File: src/rtl/imem_loader.sv
// Byte-stream loader for the instruction memory: count byte, then big-endian words written from address 0.
// Optional trailing XOR checksum byte when IMEM_LOADER_CHECKSUM_EN is defined.
module imem_loader #(
  parameter int ADDR_W = 8,
  parameter int DEPTH  = 64
) (
  input  logic              clk,
  input  logic              rst,
  input  logic              start,
  input  logic [7:0]        in_data,
  input  logic              in_valid,
  output logic              in_ready,
  output logic [ADDR_W-1:0] mem_addr,
  output logic [31:0]       mem_data,
  output logic              mem_we,
  output logic              busy,
  output logic              done,
  output logic              error,
  output logic [ADDR_W-1:0] words_loaded,
  output logic              cpu_hold
);

  localparam logic [2:0] S_IDLE  = 3'd0;
  localparam logic [2:0] S_COUNT = 3'd1;
  localparam logic [2:0] S_BYTES = 3'd2;
  localparam logic [2:0] S_WRITE = 3'd3;
`ifdef IMEM_LOADER_CHECKSUM_EN
  localparam logic [2:0] S_CHECK = 3'd4;
`endif
  localparam logic [2:0] S_DONE  = 3'd5;
  localparam logic [2:0] S_ERR   = 3'd6;

  logic [2:0]        state_q, state_d;
  logic [1:0]        byte_idx_q, byte_idx_d;
  logic [ADDR_W-1:0] count_q, count_d;
  logic [ADDR_W-1:0] words_q, words_d;
  logic [ADDR_W-1:0] addr_q, addr_d;
  logic [31:0]       data_q, data_d;
`ifdef IMEM_LOADER_CHECKSUM_EN
  logic [7:0]        csum_q, csum_d;
`endif
  logic              xfer;

  assign xfer = in_valid && in_ready;

  always_comb begin
    state_d    = state_q;
    byte_idx_d = byte_idx_q;
    count_d    = count_q;
    words_d    = words_q;
    addr_d     = addr_q;
    data_d     = data_q;
`ifdef IMEM_LOADER_CHECKSUM_EN
    csum_d     = csum_q;
`endif
    case (state_q)
      S_IDLE, S_DONE, S_ERR: begin
        if (start) begin
          state_d    = S_COUNT;
          byte_idx_d = 2'd0;
          words_d    = '0;
          addr_d     = '0;
`ifdef IMEM_LOADER_CHECKSUM_EN
          csum_d     = 8'd0;
`endif
        end
      end
      S_COUNT: begin
        if (xfer) begin
          // Rejecting oversize counts here is what keeps every write below DEPTH.
          if (in_data == 8'd0 || int'(in_data) > DEPTH) begin
            state_d = S_ERR;
          end else begin
            count_d = ADDR_W'(in_data);
            state_d = S_BYTES;
          end
        end
      end
      S_BYTES: begin
        if (xfer) begin
          data_d     = {data_q[23:0], in_data};
          byte_idx_d = byte_idx_q + 2'd1;
`ifdef IMEM_LOADER_CHECKSUM_EN
          csum_d     = csum_q ^ in_data;
`endif
          if (byte_idx_q == 2'd3) state_d = S_WRITE;
        end
      end
      S_WRITE: begin
        addr_d     = addr_q + ADDR_W'(1);
        words_d    = words_q + ADDR_W'(1);
        byte_idx_d = 2'd0;
        if (words_q + ADDR_W'(1) == count_q) begin
`ifdef IMEM_LOADER_CHECKSUM_EN
          state_d = S_CHECK;
`else
          state_d = S_DONE;
`endif
        end else begin
          state_d = S_BYTES;
        end
      end
`ifdef IMEM_LOADER_CHECKSUM_EN
      S_CHECK: begin
        if (xfer) state_d = (in_data == csum_q) ? S_DONE : S_ERR;
      end
`endif
      default: state_d = S_IDLE;
    endcase
  end

  always_ff @(posedge clk) begin
    if (rst) begin
      state_q    <= S_IDLE;
      byte_idx_q <= 2'd0;
      count_q    <= '0;
      words_q    <= '0;
      addr_q     <= '0;
      data_q     <= 32'd0;
`ifdef IMEM_LOADER_CHECKSUM_EN
      csum_q     <= 8'd0;
`endif
    end else begin
      state_q    <= state_d;
      byte_idx_q <= byte_idx_d;
      count_q    <= count_d;
      words_q    <= words_d;
      addr_q     <= addr_d;
      data_q     <= data_d;
`ifdef IMEM_LOADER_CHECKSUM_EN
      csum_q     <= csum_d;
`endif
    end
  end

`ifdef IMEM_LOADER_CHECKSUM_EN
  assign in_ready = (state_q == S_COUNT) || (state_q == S_BYTES) || (state_q == S_CHECK);
`else
  assign in_ready = (state_q == S_COUNT) || (state_q == S_BYTES);
`endif
  assign mem_addr     = addr_q;
  assign mem_data     = data_q;
  assign mem_we       = (state_q == S_WRITE);
  assign busy         = !((state_q == S_IDLE) || (state_q == S_DONE) || (state_q == S_ERR));
  assign done         = (state_q == S_DONE);
  assign error        = (state_q == S_ERR);
  assign words_loaded = words_q;
  // start in DONE must re-hold the pipeline in the same cycle, not one later.
  assign cpu_hold     = (state_q != S_DONE) || start;

endmodule

File: config.mk
export PLATFORM = sky130hd
export DESIGN_NAME = imem_loader
export DESIGN_NICKNAME = d
export VERILOG_FILES = /design/src/rtl/imem_loader.sv
export SDC_FILE = /design/constraint.sdc
export NUM_CORES = 1
export LEC_CHECK = 0
export CAP_MARGIN = 10
export CORE_ASPECT_RATIO = 0.9
export CORE_MARGIN = 1
export CORE_UTILIZATION = 53
export CTS_CLUSTER_SIZE = 16
export DETAILED_ROUTE_END_ITERATION = 16
export HOLD_SLACK_MARGIN = 0.03
export PLACE_DENSITY = 0.85
export SETUP_SLACK_MARGIN = 0.5
export SLEW_MARGIN = 20
export SYNTH_ARGS = -nofsm -noshare
export SYNTH_HDL_FRONTEND = slang
export SYNTH_SLANG_ARGS = --single-unit
File: constraint.sdc
create_clock -name clk -period 2.85 [get_ports clk]
set_clock_uncertainty 0.1 [all_clocks]
set_input_delay 0.285 -clock clk [delete_from_list [all_inputs] [get_ports clk]]
set_output_delay 0.285 -clock clk [all_outputs]
set_load 0.01 [all_outputs]
Figure 1. Signal wires on met3.
The bar under the picture is 20 um long.
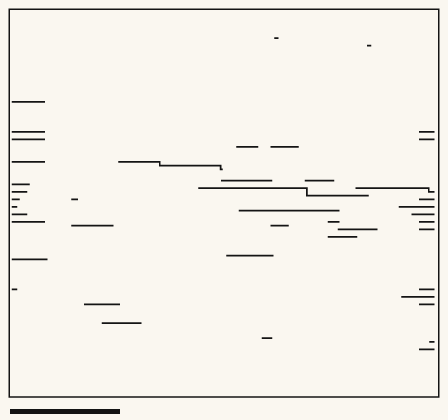
share of all routed wire = 3.8%
wire length on this layer = 238 um
main direction = horizontal
longest straight run = 19.5 um
nets with wire on the layer = 35
via count: 2597
GR Layer Usage met3: 0.0706
post-detailed-routing wire length: 6.27 mm

Figure 2. Register map, names as in the netlist.
The bar under the picture is 20 um long. Other sequential cells in the stronger gray, the rest of the logic in the fainter gray.
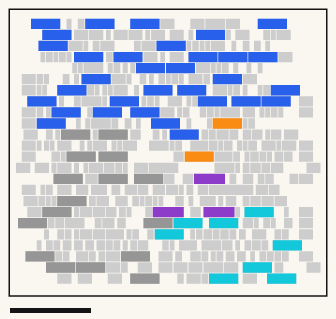
blue -> mem_data  # flops 32
cyan -> mem_addr  # flops 8
orange -> byte_idx_q  # flops 2
purple -> state_q  # flops 3

==> results.py <==
# Auto-generated metrics
metrics = {
    "power_and_ir_drop": {
        "p_leak_nw": 1.23,
        "ir_worst_vdd_uv": 331,
        "powerComb_uw": 172,
        "maxPowerGroup": "sequential cells",
        "p_seq_uw": 887,
        "p_clk_uw": 754,
    },
    "synthesis": {
        "syn_area_um2": 2730,
        "fp_nets": 361,
        "mux_area_frac": 0.0294,
        "synth.avg_cell_area_um2": 7.88,
        "most_common_cell": "nand2_1",
        "flop_cell": "dfxtp_1",
        "synth_cells": 346,
        "synthDistinctLibCells": 41,
        "synthTopCellsByCount": "78 x nand2_1, 61 x dfxtp_1, 53 x a21oi_1, 27 x nor2_1, 18 x clkbuf_1",
        "ys_seq_frac": 0.448,
        "ys_sh_aoi": 0.176,
        "yosys.area.top_type_share": 0.448,
        "yosysWarnings": 0,
        "ys_area_um2": 2730,
        "xor_share": 0.0386,
    },
    "setup_path": {
        "critPathSlowestCell": "dfxtp_2",
        "crit_path_end_kind": "primary output",
        "cp-endpoint": "busy",
        "regToRegEndpoint": "state_q[1]$_SDFFE_PP0P_",
        "reg2regPathDepth": 6,
        "r2r_start": "words_loaded[0]$_SDFFE_PP0P_",
        "crit_start": "state_q[0]$_SDFFE_PP0P_",
        "crit_path_cell_trace": "nor2b_2 -> o2bb2ai_1 -> inv_1 -> clkdlybuf4s50_1",
        "cp_top_family": "buffers and inverters",
        "cp_slowest_stage_delay_ps": 490,
        "cp_num_cells": 4,
    },
    "final_layout": {
        "area_delta_synth_final_pct": 32.9,
        "sh_comb_area": 0.394,
        "final_layout_size_suffix_gt1_frac": 0.0726,
        "n_fill_cell": 357,
        "dominant_cells": "multi-input combinational cells",
        "fin_nets": 423,
        "antenna_cells": 0,
        "layout_top_cells": "78 x nand2_1, 64 x clkdlybuf4s50_1, 58 x dfxtp_1",
        "logic_area_um2": 1430,
    },
    "floorplan": {
        "fp_util": 0.557,
        "ioPinCount": 66,
        "chip_area_um2": 5430,
    },
    "routing": {
        "wire_per_inst_um": 13.1,
        "met3WireLength_um": 238,
        "avgViaCountPerCell": 5.43,
        "met1Wirelength_mm": 2.93,
        "top_layer_used": "met4",
    },
    "timing": {
        "tightest_slew_ps": 1090,
        "holdWs_ps": 353,
        "fmax_mhz": 447,
        "fin_crit_sh": 0.786,
        "fin_tns_setup_ps": 0,
        "hold_viol": 0,
        "finalSetupViolCount": 0,
    },
    "global_route": {
        "grt_first_pass_wirelength_mm": 10.4,
        "grt_usage": 0.245,
        "top_usage_layer": "met2",
        "grt_pass1_vias": 2265,
        "grt-ovfl-total": 0,
    },
    "status": {
        "status": "finished, final reports clean",
    },
    "clock_network": {
        "cts_tree": "done",
        "clockBufferDepth": 2,
        "clkSinkCount": 61,
        "clock_latency_ps": 330,
    },
    "place": {
        "pre_cts_ws_ps": 331,
        "dp.cells": 460,
    },
    "flow_run": {
        "maxCapViolCount": 0,
        "warnings": 27,
    },
    "worst_hold_path": {
        "whs_endpoint": "mem_data[30]$_SDFFE_PP0P_",
        "hp-start": "mem_data[30]$_SDFFE_PP0P_",
    },
}
Figure 3. Placement by cell class.
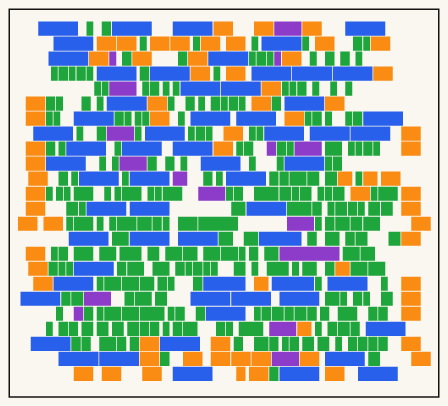
purple -> clock drivers and dummy loads  # cells 16, share of their area 5.4%
blue -> flops  # cells 61, share of their area 35%
orange -> other buffers and delay cells  # cells 70, share of their area 19%
green -> all other logic  # cells 266, share of their area 41%

Figure 4. Placed standard cells.
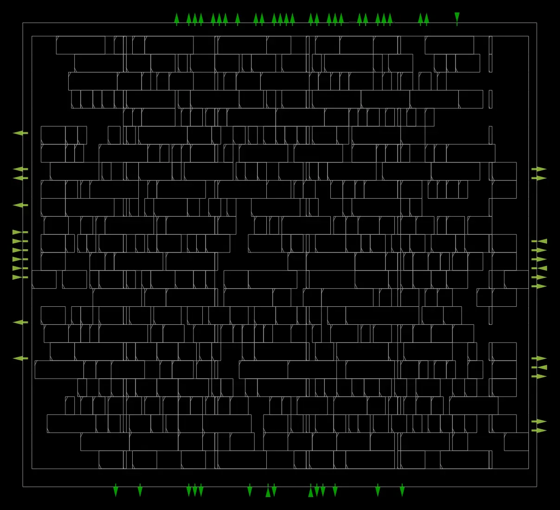
Finished Layout Cells: 478
final core utilization: 0.740
n_taps: 65
Core ar.: 4890 um^2

